### config.mk
export PLATFORM = sky130hd
export DESIGN_NAME = uart_rx_scheduler
export DESIGN_NICKNAME = d
export VERILOG_FILES = /design/src/rtl/uart_rx_scheduler.sv
export SDC_FILE = /design/constraint.sdc
export NUM_CORES = 1
export LEC_CHECK = 0
export CORE_MARGIN = 10
export CORE_UTILIZATION = 55
export CTS_CLUSTER_DIAMETER = 50
export CTS_CLUSTER_SIZE = 25
export DETAILED_ROUTE_END_ITERATION = 10
export GPL_TIMING_DRIVEN = 0
export HOLD_SLACK_MARGIN = 0.05
export PLACE_DENSITY = 0.82
export SLEW_MARGIN = 40
export SYNTH_ARGS = -nofsm -noshare
export SYNTH_HDL_FRONTEND = slang
export SYNTH_SLANG_ARGS = --single-unit
### constraint.sdc
create_clock -name clk -period 4.19 [get_ports clk]
set_input_delay 1.0475 -clock clk [delete_from_list [all_inputs] [get_ports clk]]
set_output_delay 1.0475 -clock clk [all_outputs]
set_load 0.005 [all_outputs]
### src/rtl/uart_rx_scheduler.sv
// Receive-side scheduler for a UART: gates the receiver through an
// OFF/ARMED/ACTIVE/HOLD sequence, buffers good bytes in a small FIFO and raises irq.
module uart_rx_scheduler #(
  parameter int N      = 8,
  parameter int DEPTH  = 4,
  parameter int THRESH = 2
) (
  input  logic                     clk,
  input  logic                     arst_n,
  input  logic                     soft_rst_i,
  input  logic                     cfg_en_i,
  input  logic                     irq_en_i,
  input  logic                     clr_status_i,
  input  logic                     rx_busy_i,
  input  logic                     rx_done_i,
  input  logic                     rx_err_i,
  input  logic [N-1:0]             rx_data_i,
  output logic                     rx_en_o,
  output logic                     rx_rst_o,
  input  logic                     rd_req_i,
  output logic [N-1:0]             rd_data_o,
  output logic                     rd_valid_o,
  output logic [$clog2(DEPTH):0]   fifo_cnt_o,
  output logic                     empty_o,
  output logic                     full_o,
  output logic                     overrun_o,
  output logic                     frame_err_o,
  output logic [3:0]               err_cnt_o,
  output logic                     irq_o
);

  localparam int PW = $clog2(DEPTH);
  localparam int CW = PW + 1;
  localparam logic [CW-1:0] DEPTH_C  = CW'(DEPTH);
  localparam logic [CW-1:0] THRESH_C = CW'(THRESH);

  localparam logic [1:0] S_OFF    = 2'd0;
  localparam logic [1:0] S_ARMED  = 2'd1;
  localparam logic [1:0] S_ACTIVE = 2'd2;
  localparam logic [1:0] S_HOLD   = 2'd3;

  logic [1:0]    state_q, state_d;
  logic [PW-1:0] wr_ptr_q, wr_ptr_d, rd_ptr_q, rd_ptr_d;
  logic [CW-1:0] cnt_q, cnt_d;
  logic [N-1:0]  mem_q [DEPTH];
  logic [N-1:0]  rd_data_q;
  logic          rd_valid_q, rd_valid_d;
  logic          overrun_q, overrun_d;
  logic          frame_err_q, frame_err_d;
  logic [3:0]    err_cnt_q, err_cnt_d;
  logic [3:0]    err_base;
  logic          irq_q, irq_d;
  logic          rx_rst_q;

  logic full, empty, listening, push_req, push, pop, drop, err_ev;

  assign full      = (cnt_q == DEPTH_C);
  assign empty     = (cnt_q == '0);
  assign listening = (state_q == S_ARMED) || (state_q == S_ACTIVE);
  assign push_req  = listening && rx_done_i && !soft_rst_i;
  assign err_ev    = listening && rx_err_i && !soft_rst_i;
  assign pop       = rd_req_i && !empty && !soft_rst_i;
  // A pop in the same cycle frees the slot, so a push into a full FIFO still lands.
  assign push      = push_req && (!full || pop);
  assign drop      = push_req && full && !pop;

  always_comb begin
    wr_ptr_d    = wr_ptr_q;
    rd_ptr_d    = rd_ptr_q;
    cnt_d       = cnt_q;
    state_d     = state_q;
    rd_valid_d  = pop;
    overrun_d   = overrun_q;
    frame_err_d = frame_err_q;
    err_base    = clr_status_i ? 4'd0 : err_cnt_q;
    err_cnt_d   = err_base;
    irq_d       = irq_en_i && ((cnt_q >= THRESH_C) || overrun_q || frame_err_q);

    if (push) wr_ptr_d = wr_ptr_q + PW'(1);
    if (pop)  rd_ptr_d = rd_ptr_q + PW'(1);
    if (push && !pop)      cnt_d = cnt_q + CW'(1);
    else if (pop && !push) cnt_d = cnt_q - CW'(1);

    case (state_q)
      S_OFF:    state_d = S_ARMED;
      S_ARMED: begin
        if (rx_busy_i) state_d = S_ACTIVE;
        else if (full) state_d = S_HOLD;
      end
      S_ACTIVE: begin
        if (rx_done_i || rx_err_i) state_d = (cnt_d < DEPTH_C) ? S_ARMED : S_HOLD;
      end
      default: begin
        if (cnt_q < DEPTH_C) state_d = S_ARMED;
      end
    endcase
    if (!cfg_en_i) state_d = S_OFF;

    // Set events win over a same-cycle clear.
    if (drop)                 overrun_d = 1'b1;
    else if (clr_status_i)    overrun_d = 1'b0;
    if (err_ev)               frame_err_d = 1'b1;
    else if (clr_status_i)    frame_err_d = 1'b0;
    if (err_ev && err_base != 4'd15) err_cnt_d = err_base + 4'd1;

    if (soft_rst_i) begin
      wr_ptr_d    = '0;
      rd_ptr_d    = '0;
      cnt_d       = '0;
      state_d     = S_OFF;
      rd_valid_d  = 1'b0;
      overrun_d   = 1'b0;
      frame_err_d = 1'b0;
      err_cnt_d   = 4'd0;
      irq_d       = 1'b0;
    end
  end

  always_ff @(posedge clk) begin
    if (push) mem_q[wr_ptr_q] <= rx_data_i;
  end

  always_ff @(posedge clk or negedge arst_n) begin
    if (!arst_n) begin
      state_q     <= S_OFF;
      wr_ptr_q    <= '0;
      rd_ptr_q    <= '0;
      cnt_q       <= '0;
      rd_data_q   <= '0;
      rd_valid_q  <= 1'b0;
      overrun_q   <= 1'b0;
      frame_err_q <= 1'b0;
      err_cnt_q   <= 4'd0;
      irq_q       <= 1'b0;
      rx_rst_q    <= 1'b0;
    end else begin
      state_q     <= state_d;
      wr_ptr_q    <= wr_ptr_d;
      rd_ptr_q    <= rd_ptr_d;
      cnt_q       <= cnt_d;
      rd_valid_q  <= rd_valid_d;
      overrun_q   <= overrun_d;
      frame_err_q <= frame_err_d;
      err_cnt_q   <= err_cnt_d;
      irq_q       <= irq_d;
      rx_rst_q    <= soft_rst_i;
      if (pop) rd_data_q <= mem_q[rd_ptr_q];
    end
  end

  assign rx_en_o     = listening;
  assign rx_rst_o    = rx_rst_q;
  assign rd_data_o   = rd_data_q;
  assign rd_valid_o  = rd_valid_q;
  assign fifo_cnt_o  = cnt_q;
  assign empty_o     = empty;
  assign full_o      = full;
  assign overrun_o   = overrun_q;
  assign frame_err_o = frame_err_q;
  assign err_cnt_o   = err_cnt_q;
  assign irq_o       = irq_q;

endmodule

layer_met1.png
Supply wires on this layer in grey.
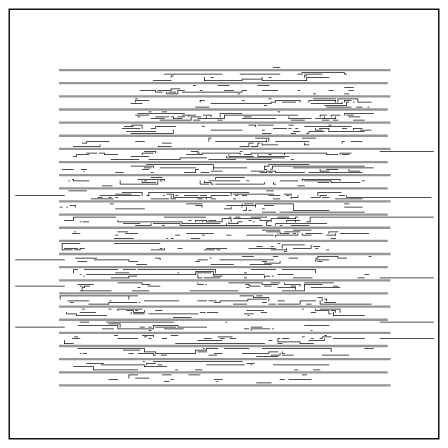
longest straight run	25.5 um
share of all routed wire	41%
met1 track utilization from global routing: 16.2%
final wirelength: 5080 um
Vias: 1,605

==> reports/results.md <==
| Parameter | Value | Unit |
| --- | --- | --- |
| DRC Markers | 0 | - |
| Buffers inserted by post-CTS timing repair | 0 | - |
| DP Wirelength | 3690 | um |
| Worst ir drop on vdd | 355 | uV |
| Power density over the cells | 499 | nW/um^2 |
| Seq. pwr | 0.716 | mW |
| Hold buffers post-CTS | 0 | - |
| Sequential fraction of the synthesis area | 62.3 | % |
| Summed standard-cell area reported by yosys | 2590 | sq um |
| GR Util met3 | 5.79 | % |
| FFs w/ async S/R, synth | 44.8 | % |
| Run status | finished clean | - |
| Psw | 0.485 | mW |
| Worst path bufs/invs | 3 | - |
| Register with the most flip-flops | mem_q | - |
| Number of non-filler instances in the completed layout | 298 | - |
| Combined global-route utilization of all metal layers | 14.5 | % |
| Average vias per placed instance | 5.39 | - |
| Top sig layer | met4 | - |
| Final instance area | 3220 | sq um |
| Global-route wire length before repair | 8450 | um |
| Clock sink total | 58 | - |
| Die extent in x | 88.6 | um |
| Average wire per cell in the routed design | 17.0 | um |
| Placeable core area | 4440 | sq um |
| Met1 wire length | 2090 | um |
| Average footprint of a synthesized cell | 13.6 | sq um |
| Vertical die dimension | 88.6 | um |
| Placer's final routability congestion estimate | 0.813 | - |
| Clk pwr share | 27.2 | % |
| Total Power Consumption | 1.61 | mW |
| Clk. pwr | 0.437 | mW |
| Core Util, Final | 72.4 | % |
| Final setup margin | 1260 | ps |
| Starting DRT DRC Count | 79 | - |
| Chip Area | 7850 | sq um |
| Number of standard cells reported by yosys | 190 | - |
| Fp util | 58.2 | % |
| Register share of the cell area | 50.1 | % |
| Crit-path leading delay family | buffers and inverters | - |
| Yosys warning tally | 0 | - |
| Met2 Wirelength | 2580 | um |
| Port-buffer cells | 40 | - |
| Startpoint kind of the worst setup timing path | flop | - |
| Largest fanout on the critical path | 6 | - |
| Top FF cell, synth | edfxtp_1 | - |
| Remaining global-route overflow | 0 | - |
| Fraction of power consumed by sequential logic | 44.5 | % |
| Proportion of cell area spent on the clock network | 5.29 | % |
| Count of final max-slew check failures | 0 | - |
| CTS tree | built | - |
| Total number of H-tree levels | 3 | - |
| Initial antenna violation count | 0 | - |
| Clock latency reported for the late side of the worst-skew pair | 330 | ps |
| Top Layout Cells | clkdlybuf4s50_1, edfxtp_1, nand2_1 | - |
| Worst setup skew after layout | 6.88 | ps |
| Critical Path RT | 3140 | ps |
| Final critical delay including setup and external delays | 2930 | ps |
| Number of resized instances in the post-cts repair step | 0 | - |
| Most congested layer reported by global routing | met2 | - |
| Number of diodes | 0 | - |
| Number of hold violations in the final report | 0 | - |
| Top cells, area | edfxtp_1, dfrtp_1, mux4_2 | - |
layer_met2.png
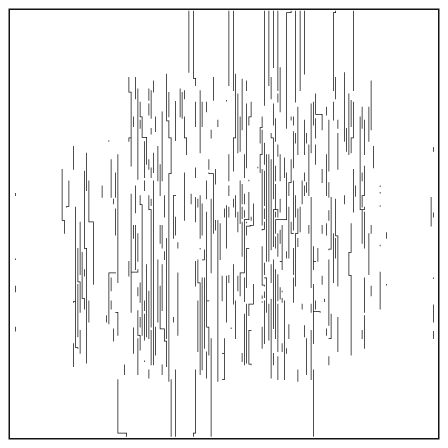
share of all routed wire	51%
wire length on this layer	2,580 um
nets with wire on the layer	223
longest straight run	43.0 um
main direction	vertical
met2 track utilization from global routing: 23.7%

-- logic make-up after synthesis --
family	share of synthesized area (%)
DFF	62.3
and+or+nand+nor	15.5
xor gates and xnor gates	2.37
muxes	7.35
adders and majority gates	5.32
AOI/OAI and AO/OA	4.21
buffers and inverters	2.95
-- path summary, 6_finish.rpt --
path / end / depth (start not counted) / startpoint / slack (ps)
min in group asynchronous: state_q[1] / 1 / arst_n / 710
setup reg to reg: mem_q[0][5] / 6 / state_q[0] / 1940
setup / recovery: empty_o / 5 / fifo_cnt_o[1] / 1260
hold reg to reg: rd_data_o[7] / 2 / rd_data_o[7] / 470
hold / removal: rd_data_o[7] / 2 / rd_data_o[7] / 470
max in group asynchronous: wr_ptr_q[0] / 1 / arst_n / 3090
Power and IR drop assume default switching activity.
